**Run 1: gate families picked out**

Bar = 50 µm.
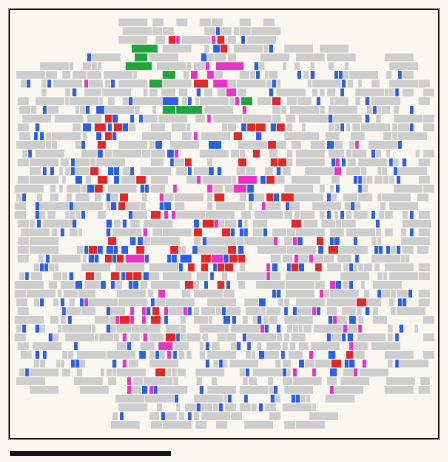
**Run 1: zoomed window**

Bar = 10 µm. Window x 54 to 79, y 27 to 52 µm. Cells in gray, sequential cells in the stronger gray; small squares are vias.
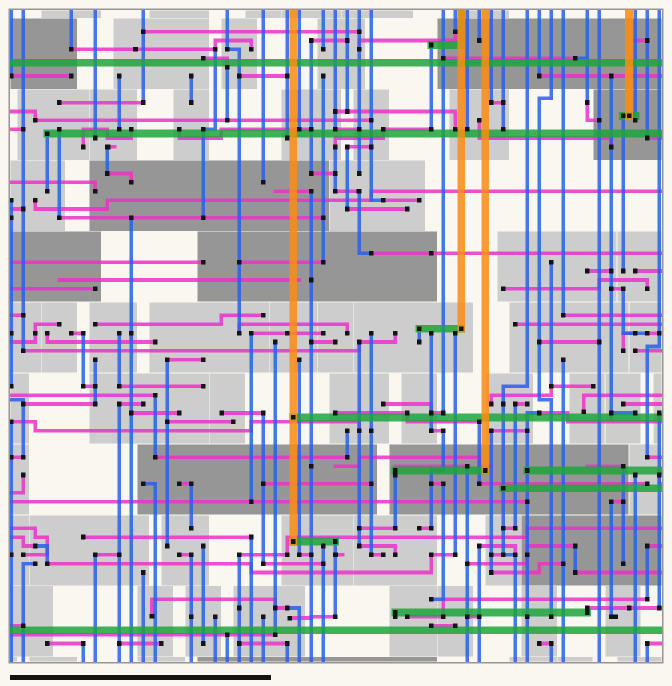
**Run 1: routed metal per tile**

The die is cut into 27 by 27 equal tiles; black is low, pale yellow is high, scaled to the fullest tile. Values are wire area over tile area, all layers added.
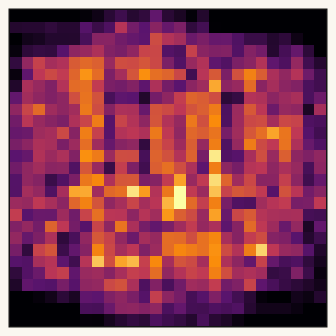
## src/rtl/apb_timer_if.sv

```systemverilog
// rtl/apb_timer_if.sv - APB bus bundle between the master slot and the timer
interface apb_timer_if;
    logic [4:0]  PADDR;
    logic [31:0] PWDATA;
    logic        PWRITE;
    logic        PENABLE;
    logic        PSEL;
    logic [31:0] PRDATA;
    logic        PREADY;

    modport master (
        output PADDR, PWDATA, PWRITE, PENABLE, PSEL,
        input  PRDATA, PREADY
    );

    modport slave (
        input  PADDR, PWDATA, PWRITE, PENABLE, PSEL,
        output PRDATA, PREADY
    );
endinterface

```

## src/rtl/apb_timer.sv

```systemverilog
// rtl/apb_timer.sv - APB timer: prescaler, auto-reload/one-shot counter, sticky match, irq
module apb_timer (
    input  logic       PCLK,
    input  logic       PRESET,
    apb_timer_if.slave bus,
    output logic       irq
);
    logic [31:0] psc_q;
    logic [31:0] arr_q;
    logic [31:0] cnt_q;
    logic [31:0] psc_cnt_q;
    logic [31:0] rdata_q;
    logic [31:0] rd_mux;
    logic        en_q;
    logic        irq_en_q;
    logic        auto_q;
    logic        match_q;
    logic        ready_q;

    logic [2:0]  reg_sel;
    logic        access;
    logic        commit_wr;
    logic        wr_ctrl;
    logic        wr_psc;
    logic        wr_arr;
    logic        wr_status;
    logic        tick;
    logic        wrap;
    logic        unused_addr_lsb;

    // Word offset only; the byte lanes inside a word are don't-care.
    assign reg_sel         = bus.PADDR[4:2];
    assign unused_addr_lsb = ^bus.PADDR[1:0];

    assign access    = bus.PSEL & bus.PENABLE;
    assign commit_wr = access & ready_q & bus.PWRITE;
    assign wr_ctrl   = commit_wr & (reg_sel == 3'd0);
    assign wr_psc    = commit_wr & (reg_sel == 3'd1);
    assign wr_arr    = commit_wr & (reg_sel == 3'd2);
    assign wr_status = commit_wr & (reg_sel == 3'd4);

    // A tick fires when the prescaler has reached PSC; >= so a shrunk PSC recovers at once.
    assign tick = en_q & (psc_cnt_q >= psc_q);
    // >= against ARR turns a shrunk ARR into an immediate reload rather than a long wrap.
    assign wrap = tick & (cnt_q >= arr_q);

    assign irq        = match_q & irq_en_q;
    assign bus.PREADY = ready_q;
    assign bus.PRDATA = rdata_q;

    // Read-back mux; clr is write-only so its bit position reads 0.
    always_comb begin
        rd_mux = 32'd0;
        case (reg_sel)
            3'd0:    rd_mux = {28'd0, auto_q, irq_en_q, 1'b0, en_q};
            3'd1:    rd_mux = psc_q;
            3'd2:    rd_mux = arr_q;
            3'd3:    rd_mux = cnt_q;
            3'd4:    rd_mux = {31'd0, match_q};
            default: rd_mux = 32'd0;
        endcase
    end

    // One wait state: PREADY rises in the second access cycle; read data is captured on that edge.
    always_ff @(posedge PCLK or posedge PRESET) begin
        if (PRESET) begin
            ready_q <= 1'b0;
            rdata_q <= 32'd0;
        end else begin
            ready_q <= access & ~ready_q;
            if (access & ~ready_q & ~bus.PWRITE) begin
                rdata_q <= rd_mux;
            end
        end
    end

    // Control and limit registers; a CTRL write overrides the one-shot auto-clear of en.
    always_ff @(posedge PCLK or posedge PRESET) begin
        if (PRESET) begin
            en_q     <= 1'b0;
            irq_en_q <= 1'b0;
            auto_q   <= 1'b0;
            psc_q    <= 32'd0;
            arr_q    <= 32'd0;
        end else begin
            if (wr_ctrl) begin
                en_q     <= bus.PWDATA[0];
                irq_en_q <= bus.PWDATA[2];
                auto_q   <= bus.PWDATA[3];
            end else if (wrap & ~auto_q) begin
                en_q <= 1'b0;
            end
            if (wr_psc) begin
                psc_q <= bus.PWDATA;
            end
            if (wr_arr) begin
                arr_q <= bus.PWDATA;
            end
        end
    end

    // Prescaler and main counter; clr takes priority over counting on the same edge.
    always_ff @(posedge PCLK or posedge PRESET) begin
        if (PRESET) begin
            psc_cnt_q <= 32'd0;
            cnt_q     <= 32'd0;
        end else if (wr_ctrl & bus.PWDATA[1]) begin
            psc_cnt_q <= 32'd0;
            cnt_q     <= 32'd0;
        end else if (en_q) begin
            psc_cnt_q <= tick ? 32'd0 : psc_cnt_q + 32'd1;
            if (tick) begin
                cnt_q <= wrap ? 32'd0 : cnt_q + 32'd1;
            end
        end
    end

    // Sticky match flag; a set from a wrap beats a simultaneous write-1-to-clear.
    always_ff @(posedge PCLK or posedge PRESET) begin
        if (PRESET) begin
            match_q <= 1'b0;
        end else begin
            match_q <= wrap | (match_q & ~(wr_status & bus.PWDATA[0]));
        end
    end
endmodule

```

## src/flat_wrapper.sv

```systemverilog
// flat-port wrapper written by rule: the top's interface ports become plain ports
module apb_timer_flat 
  (PCLK, PRESET, irq, bus_PADDR, bus_PWDATA, bus_PWRITE, bus_PENABLE, bus_PSEL, bus_PRDATA, bus_PREADY);
  apb_timer_if bus_i ();
  input  logic PCLK;
  input  logic PRESET;
  output logic irq;
  input wire logic [$bits(bus_i.PADDR)-1:0] bus_PADDR;
  input wire logic [$bits(bus_i.PWDATA)-1:0] bus_PWDATA;
  input wire logic [$bits(bus_i.PWRITE)-1:0] bus_PWRITE;
  input wire logic [$bits(bus_i.PENABLE)-1:0] bus_PENABLE;
  input wire logic [$bits(bus_i.PSEL)-1:0] bus_PSEL;
  output wire logic [$bits(bus_i.PRDATA)-1:0] bus_PRDATA;
  output wire logic [$bits(bus_i.PREADY)-1:0] bus_PREADY;
  assign bus_i.PADDR = bus_PADDR;
  assign bus_i.PWDATA = bus_PWDATA;
  assign bus_i.PWRITE = bus_PWRITE;
  assign bus_i.PENABLE = bus_PENABLE;
  assign bus_i.PSEL = bus_PSEL;
  assign bus_PRDATA = bus_i.PRDATA;
  assign bus_PREADY = bus_i.PREADY;
  apb_timer u_core (.PCLK(PCLK), .PRESET(PRESET), .bus(bus_i), .irq(irq));
endmodule
```

## config.mk

```make
export PLATFORM = sky130hd
export DESIGN_NAME = apb_timer_flat
export DESIGN_NICKNAME = d
export VERILOG_FILES = /design/src/rtl/apb_timer_if.sv /design/src/rtl/apb_timer.sv /design/src/flat_wrapper.sv
export SDC_FILE = /design/constraint.sdc
export NUM_CORES = 1
export LEC_CHECK = 0
export CORE_UTILIZATION = 55
export DETAILED_ROUTE_END_ITERATION = 10
export GPL_ROUTABILITY_DRIVEN = 0
export PLACE_DENSITY = 0.76
export SKIP_CTS_REPAIR_TIMING = 1
export SLEW_MARGIN = 15
export SYNTH_ARGS = -nofsm -noshare
export SYNTH_HDL_FRONTEND = slang
export SYNTH_SLANG_ARGS = --single-unit
```

## constraint.sdc

```tcl
create_clock -name PCLK -period 16.95 [get_ports PCLK]
set_input_delay 3.39 -clock PCLK [delete_from_list [all_inputs] [get_ports PCLK]]
set_output_delay 3.39 -clock PCLK [all_outputs]
set_load 0.01 [all_outputs]
```

==> reports/qor.yml, run 1 <==
status:
  status: "completed"
drt:
  dr_wl_met3_um: 1090
  route.detailed.drc: 0
  viasPerCell: 5.91
  first_pass_iters: 4
cts:
  clk_pin_slew_ps: 60
  clock_latency_ps: 440
  clockBufferDepth: 2
logic_synthesis:
  ys_chip_area_um2: 9450
  edf_count: 0
  yosys_warnings: 0
  ys_sh_simple: 0.203
  synth_cells: 1047
  async_reset_ff_frac: 1.00
  xor_area_frac: 0.0315
setup_path:
  cp-endpoint: "u_core.psc_cnt_q[18]$_DFFE_PP0P_"
  cp_data_arrival_time_ps: 6210
  start_kind: "input port"
  worst-r2r-setup-slack_ps: 13440
  crit_path_max_fanout: 36
final_timing:
  skew_ps: 7.75
  fin_crit_ps: 5860
  hold_ws_ps: 462
  max_freq_mhz: 171
  tns_ps: 0
min_path:
  min_path_cells: 1
cells_and_area:
  final_core_util: 0.648
  fillers: 1394
  final_layout_size_suffix_gt1_frac: 0.0687
  final_cell_mix: "193 x nand2_1, 165 x dfrtp_1, 136 x o21ai_0"
job:
  cap_viol_max_count: 0
power_and_ir_drop:
  finalPower_mw: 1.03
  p_leak_nw: 5.09
global_routing:
  antenna_found_initial: 1
  grt_pass1_vias: 7778
  grt.overflow.total: 0
floorplanning:
  rows: 47
  chipWidth_um: 133
Notes on 'gate families picked out' above:
legend:
  and/or cells:
    color: red
    cells: 67
  mux cells:
    color: green
    cells: 8
  nand cells:
    color: blue
    cells: 255
    where: spread over the die
  nor cells:
    color: magenta
    cells: 67
highest-count logic cell in the final layout: nand2_1
Final Instance Count excl. Fillers: 1,326

Notes on 'zoomed window' above:
legend:
  metal 2:
    color: blue
  metal 3:
    color: green
  metal 1:
    color: magenta
  metal 4:
    color: orange
cells with their middle in the window: 48
most frequent: nand2_1 (11), dfrtp_1 (6), ha_1 (5)
sequential cells in the window: 6
netlist names of flops here include: u_core.cnt_q (3), u_core.arr_q (2)

Notes on 'routed metal per tile' above:
fullest tile: 0.58
mean over tiles: 0.21
tiles over half the peak: 27%
densest ninth of the die: middle
GRT Overall Usage: 0.284
DRT Wirelength: 23,600 µm
Vias: 7,835

-- run 1: power by group --
part	switching [mW]	total (mW)	internal [mW]
combinational	0.0934	0.175	0.0811
clock	0.157	0.388	0.231
sequential	0.0296	0.463	0.434
-- run 1: state kept, by name, indices dropped and copies added (netlist names), 32 cells and up --
name,cells
u_core.bus.PRDATA,32
u_core.arr_q,32
u_core.psc_q,32
u_core.psc_cnt_q,32
u_core.cnt_q,32
-- run 1: area by class of cell --
cell class,count,area share
multi-input cells,758,0.441
flip-flops and latches,165,0.382
repair buffers,82,0.0733
clock buffers,23,0.0451
well taps,220,0.0254
inverters,69,0.0244
clock inverters,9,0.00925
--- run 2 (diff from run 1) ---
--- a/config.mk
+++ b/config.mk
@@ -5,10 +5,10 @@
 export SDC_FILE = /design/constraint.sdc
 export NUM_CORES = 1
 export LEC_CHECK = 0
-export CORE_UTILIZATION = 55
+export CORE_UTILIZATION = 53
 export DETAILED_ROUTE_END_ITERATION = 10
 export GPL_ROUTABILITY_DRIVEN = 0
-export PLACE_DENSITY = 0.76
+export PLACE_DENSITY = 0.77
 export SKIP_CTS_REPAIR_TIMING = 1
 export SLEW_MARGIN = 15
 export SYNTH_ARGS = -nofsm -noshare
==> constraint.sdc (replaced) <==
create_clock -name PCLK -period 5.2 [get_ports PCLK]
set_input_delay 1.04 -clock PCLK [delete_from_list [all_inputs] [get_ports PCLK]]
set_output_delay 1.04 -clock PCLK [all_outputs]
set_load 0.01 [all_outputs]
**Run 2: clock wires, drivers and flops**

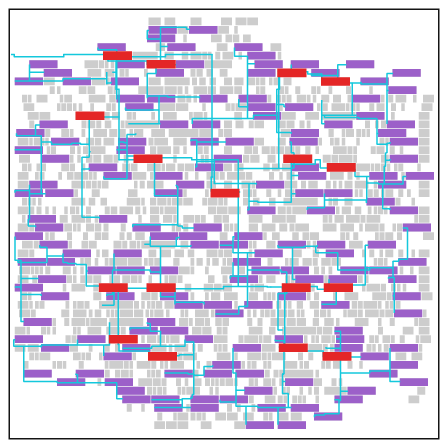
legend:
  clock drivers:
    color: red
    count: 17
  clock wires:
    color: cyan
    length: 2,070 µm
  flip-flops:
    color: purple
    count: 165
flops lie: spread over the die
routed clock nets: 18
Clk pwr share: 0.428
Latency at later pin: 440 ps
Clock group: 1.56 mW

==> run 2 against run 1 <==
Effect of this change:
- wire length fell by 0.35%
- combinational power rose to 3.3 times the previous value
- largest power group is now clock
- clock skew up 2.6 ps
- register-to-register slack lost 12000 ps
- critical endpoint is now u_core.cnt_q[24]$_DFFE_PP0P_
- final area up 1.5%
- power rose to 3.5 times the previous value
- highest routed layer unchanged
==> reports/qor.yml, run 2 <==
status:
  status: "completed"  # unchanged
drt:
  route.detailed.drc: 0  # unchanged
  dr_wl_met3_um: 1360  # was 1090 µm
  num_vias: 7797  # was 7,835
  first_pass_iters: 5  # was 4
  drt-total-wl_um: 23500  # was 23,600 µm
  viasPerCell: 5.86  # was 5.91
logic_synthesis:
  synth_cells: 1047  # unchanged
  edf_count: 0  # unchanged
  yosys_warnings: 0  # unchanged
  async_reset_ff_frac: 1.00  # unchanged
cells_and_area:
  final_core_util: 0.632  # was 0.648
  final_layout_size_suffix_gt1_frac: 0.0705  # was 0.0687
  fillers: 1471  # was 1,394
  final_cells: 1331  # was 1,326
  layout.cells.most_common: "nand2_1"  # unchanged
final_timing:
  hold_ws_ps: 475  # was 462 ps
  fin_crit_ps: 3540
  tns_ps: 0  # unchanged
  max_freq_mhz: 283
  skew_ps: 10.3  # was 7.75 ps
power_and_ir_drop:
  finalPower_mw: 3.64  # was 1.03 mW
  pg_seq_mw: 1.51  # was 0.463 mW
  p_int_mw: 2.70  # was 0.746 mW
  comb_power_mw: 0.572  # was 0.175 mW
  power_frac_seq: 0.415  # was 0.452
  switchingPower_mw: 0.936  # was 0.280 mW
  comb_power_share: 0.157  # was 0.170
floorplanning:
  chipWidth_um: 135  # was 133 µm
  rows: 48  # was 47
setup_path:
  start_kind: "flip-flop"  # was input port
  cp-endpoint: "u_core.cnt_q[24]$_DFFE_PP0P_"  # was u_core.psc_cnt_q[18]$_DFFE_PP0P_
  crit_path_max_fanout: 11  # was 36
  cp_data_arrival_time_ps: 3820  # was 6210 ps
  worst-r2r-setup-slack_ps: 1660  # was 13,440 ps
job:
  cap_viol_max_count: 0  # unchanged
global_routing:
  grt_pass1_vias: 7584  # was 7,778
  grt.overflow.total: 0  # unchanged
cts:
  clockBufferDepth: 2  # unchanged
  clk_pin_slew_ps: 60  # about the same
run 2: cell counts after synthesis:
Identical to the previous run, type by type.
run 2: final cells by class:
class | count | area share
Multi-Input combinational cell | 758 | 0.434
Sequential cell | 165 | 0.376
Timing Repair Buffer | 82 | 0.0734
Clock buffer | 19 | 0.0413
Tap cell | 225 | 0.0257
Clock inverter | 13 | 0.0251
Inverter | 69 | 0.0239
run 2: cells by family after synthesis:
| kind of cell | after synthesis | share of synthesized area |
|---|---|---|
| compound gates | 261 | 0.168 |
| xor+xnor | 34 | 0.0315 |
| fa+ha+maj | 66 | 0.0874 |
| buf+inv | 124 | 0.0599 |
| flops | 165 | 0.437 |
| mux | 8 | 0.0130 |
| simple gates | 389 | 0.203 |
--- run 3 (diff from run 2) ---
==> constraint.sdc (replaced) <==
create_clock -name PCLK -period 3.2 [get_ports PCLK]
set_input_delay 0.64 -clock PCLK [delete_from_list [all_inputs] [get_ports PCLK]]
set_output_delay 0.64 -clock PCLK [all_outputs]
set_load 0.01 [all_outputs]
**Run 3: zoomed window**

Bar = 10 µm. Window x 55 to 80, y 28 to 53 µm. Cells in gray, sequential cells in the stronger gray; small squares are vias.
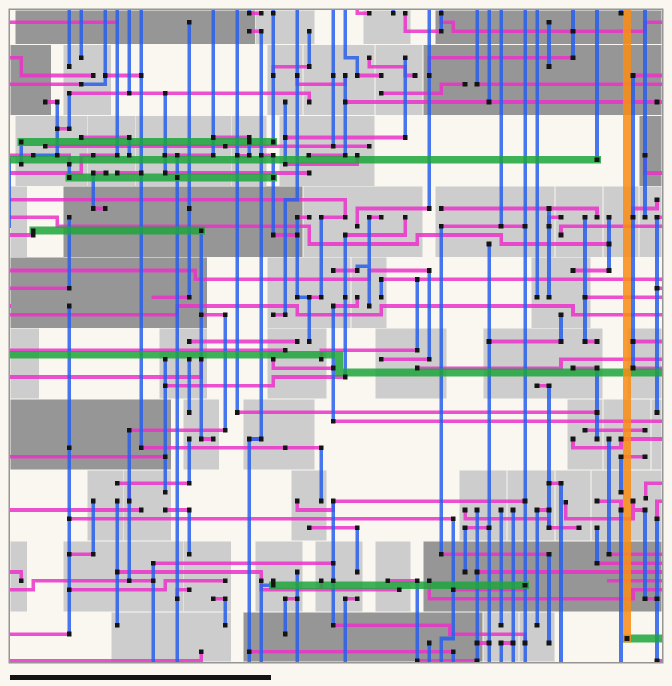
legend:
  metal 2:
    color: blue
  metal 4:
    color: orange
  metal 3:
    color: green
  metal 1:
    color: magenta
most frequent: nand2_1 (9), o21ai_0 (6), dfrtp_1 (6)
cells with their middle in the window: 46
sequential cells in the window: 6
netlist names of flops here include: u_core.cnt_q (2), u_core.psc_cnt_q (2)

==> run 3 against run 2 <==
Effect of this change:
- utilization increased by 0.91 points
- die area unchanged
- non-clock buffer count increased by 27
- area after synthesis unchanged
==> reports/qor.yml, run 3 <==
logic_synthesis:
  ys_sh_simple: 0.203  # unchanged
  ys_sh_mux: 0.0130  # unchanged
  adder_share: 0.0874  # unchanged
  async_reset_ff_frac: 1.00  # unchanged
  ys_chip_area_um2: 9450  # unchanged
  yosys_warnings: 0  # unchanged
  xor_area_frac: 0.0315  # unchanged
  synth.comb.largest_family: "simple AND/OR/NAND/NOR gates"  # unchanged
  edf_count: 0  # unchanged
  syn-num-nets: 1155  # unchanged
cts:
  clk_pin_slew_ps: 60  # about the same
  clock_latency_ps: 440  # about the same
  cts_tree: "done"  # unchanged
  clockBufferDepth: 2  # unchanged
drt:
  drt-total-wl_um: 24500  # was 23,500 µm
  num_vias: 7964  # was 7,797
  viasPerCell: 5.86  # about the same
  dr_wl_met3_um: 1010  # was 1360 µm
  first_pass_iters: 5  # unchanged
  route.detailed.drc: 0  # unchanged
  m1WireLength_um: 10700  # was 10,100 µm
power_and_ir_drop:
  power_frac_seq: 0.432  # was 0.415
  comb_power_mw: 0.971  # was 0.572 mW
  sw_frac_of_total: 0.269  # was 0.257
  power.share.clock: 0.397  # was 0.428
  top_power_group: "sequential cells"  # was clock
  p_int_mw: 4.15  # was 2.70 mW
  switchingPower_mw: 1.53  # was 0.936 mW
  finalPower_mw: 5.68  # was 3.64 mW
  clk-power_mw: 2.26  # was 1.56 mW
  pg_seq_mw: 2.45  # was 1.51 mW
  comb_power_share: 0.171  # was 0.157
  p_leak_nw: 5.25  # was 5.15 nW
final_timing:
  setup_viol: 0  # unchanged
  max_freq_mhz: 345  # was 283 MHz
  skew_ps: 10.3  # about the same
  tns_ps: 0  # unchanged
  hold_ws_ps: 475  # about the same
cells_and_area:
  layout.cells.most_common: "nand2_1"  # unchanged
  seq_area_frac: 0.371  # was 0.376
  final_cells: 1358  # was 1,331
  flops: 165  # unchanged
  clkCellAreaFrac: 0.0569  # was 0.0664
  regArea_um2: 4130  # unchanged
  comb_area_frac: 0.428  # was 0.434
  num-nonclk-buffers: 109  # was 82
  final_layout_size_suffix_gt1_frac: 0.0883  # was 0.0705
  final_cell_mix: "193 x nand2_1, 165 x dfrtp_1, 136 x o21ai_0"  # unchanged
  bufAreaShareNonClock: 0.0951  # was 0.0734
  n_clock_buffer: 23  # was 19
  inv_count: 69  # unchanged
  logic_gate_count: 758  # unchanged
  fillers: 1457  # was 1,471
floorplanning:
  rows: 48  # unchanged
  tap_cells: 225  # unchanged
  chipWidth_um: 135  # unchanged
  io_pins: 76  # unchanged
setup_path:
  worst-r2r-setup-slack_ps: 300  # was 1660 ps
  crit_path_max_fanout: 22  # was 11
  reg2reg_from: "u_core.cnt_q[13]$_DFFE_PP0P_"  # was u_core.cnt_q[24]$_DFFE_PP0P_
  critical-path-top-delay-family: "AND-OR/OR-AND gates"  # unchanged
  worstReg2RegEnd: "u_core.cnt_q[3]$_DFFE_PP0P_"  # was u_core.cnt_q[24]$_DFFE_PP0P_
  start_kind: "flip-flop"  # unchanged
  cp_data_arrival_time_ps: 3260  # was 3820 ps
global_routing:
  track_usage: 0.287  # was 0.273
  antenna_found_initial: 0  # unchanged
  gr-max-usage-layer: "met2"  # unchanged
  grt.overflow.total: 0  # unchanged
status:
  status: "completed"  # unchanged
job:
  cap_viol_max_count: 0  # unchanged
place:
  dp.cells: 1326  # was 1,299
min_path:
  min_path_cells: 2  # was 1
run 3: cell counts after synthesis:
No cell type changed its count.
run 3: worst max-delay path by stage:
stage / start / end / slack, ps
final: u_core.cnt_q[13]$_DFFE_PP0P_ / u_core.cnt_q[3]$_DFFE_PP0P_ / 300
after global routing: u_core.psc_cnt_q[23]$_DFFE_PP0P_ / u_core.psc_cnt_q[29]$_DFFE_PP0P_ / 140
after CTS: u_core.psc_cnt_q[0]$_DFFE_PP0P_ / u_core.psc_cnt_q[29]$_DFFE_PP0P_ / 300
after detailed placement: bus_PADDR[2] / u_core.cnt_q[21]$_DFFE_PP0P_ / 310
after global placement: bus_PADDR[2] / u_core.cnt_q[21]$_DFFE_PP0P_ / 370
after floorplan: PRESET / u_core.arr_q[0]$_DFFE_PP0P_ / 460
Power and IR drop assume default switching activity.
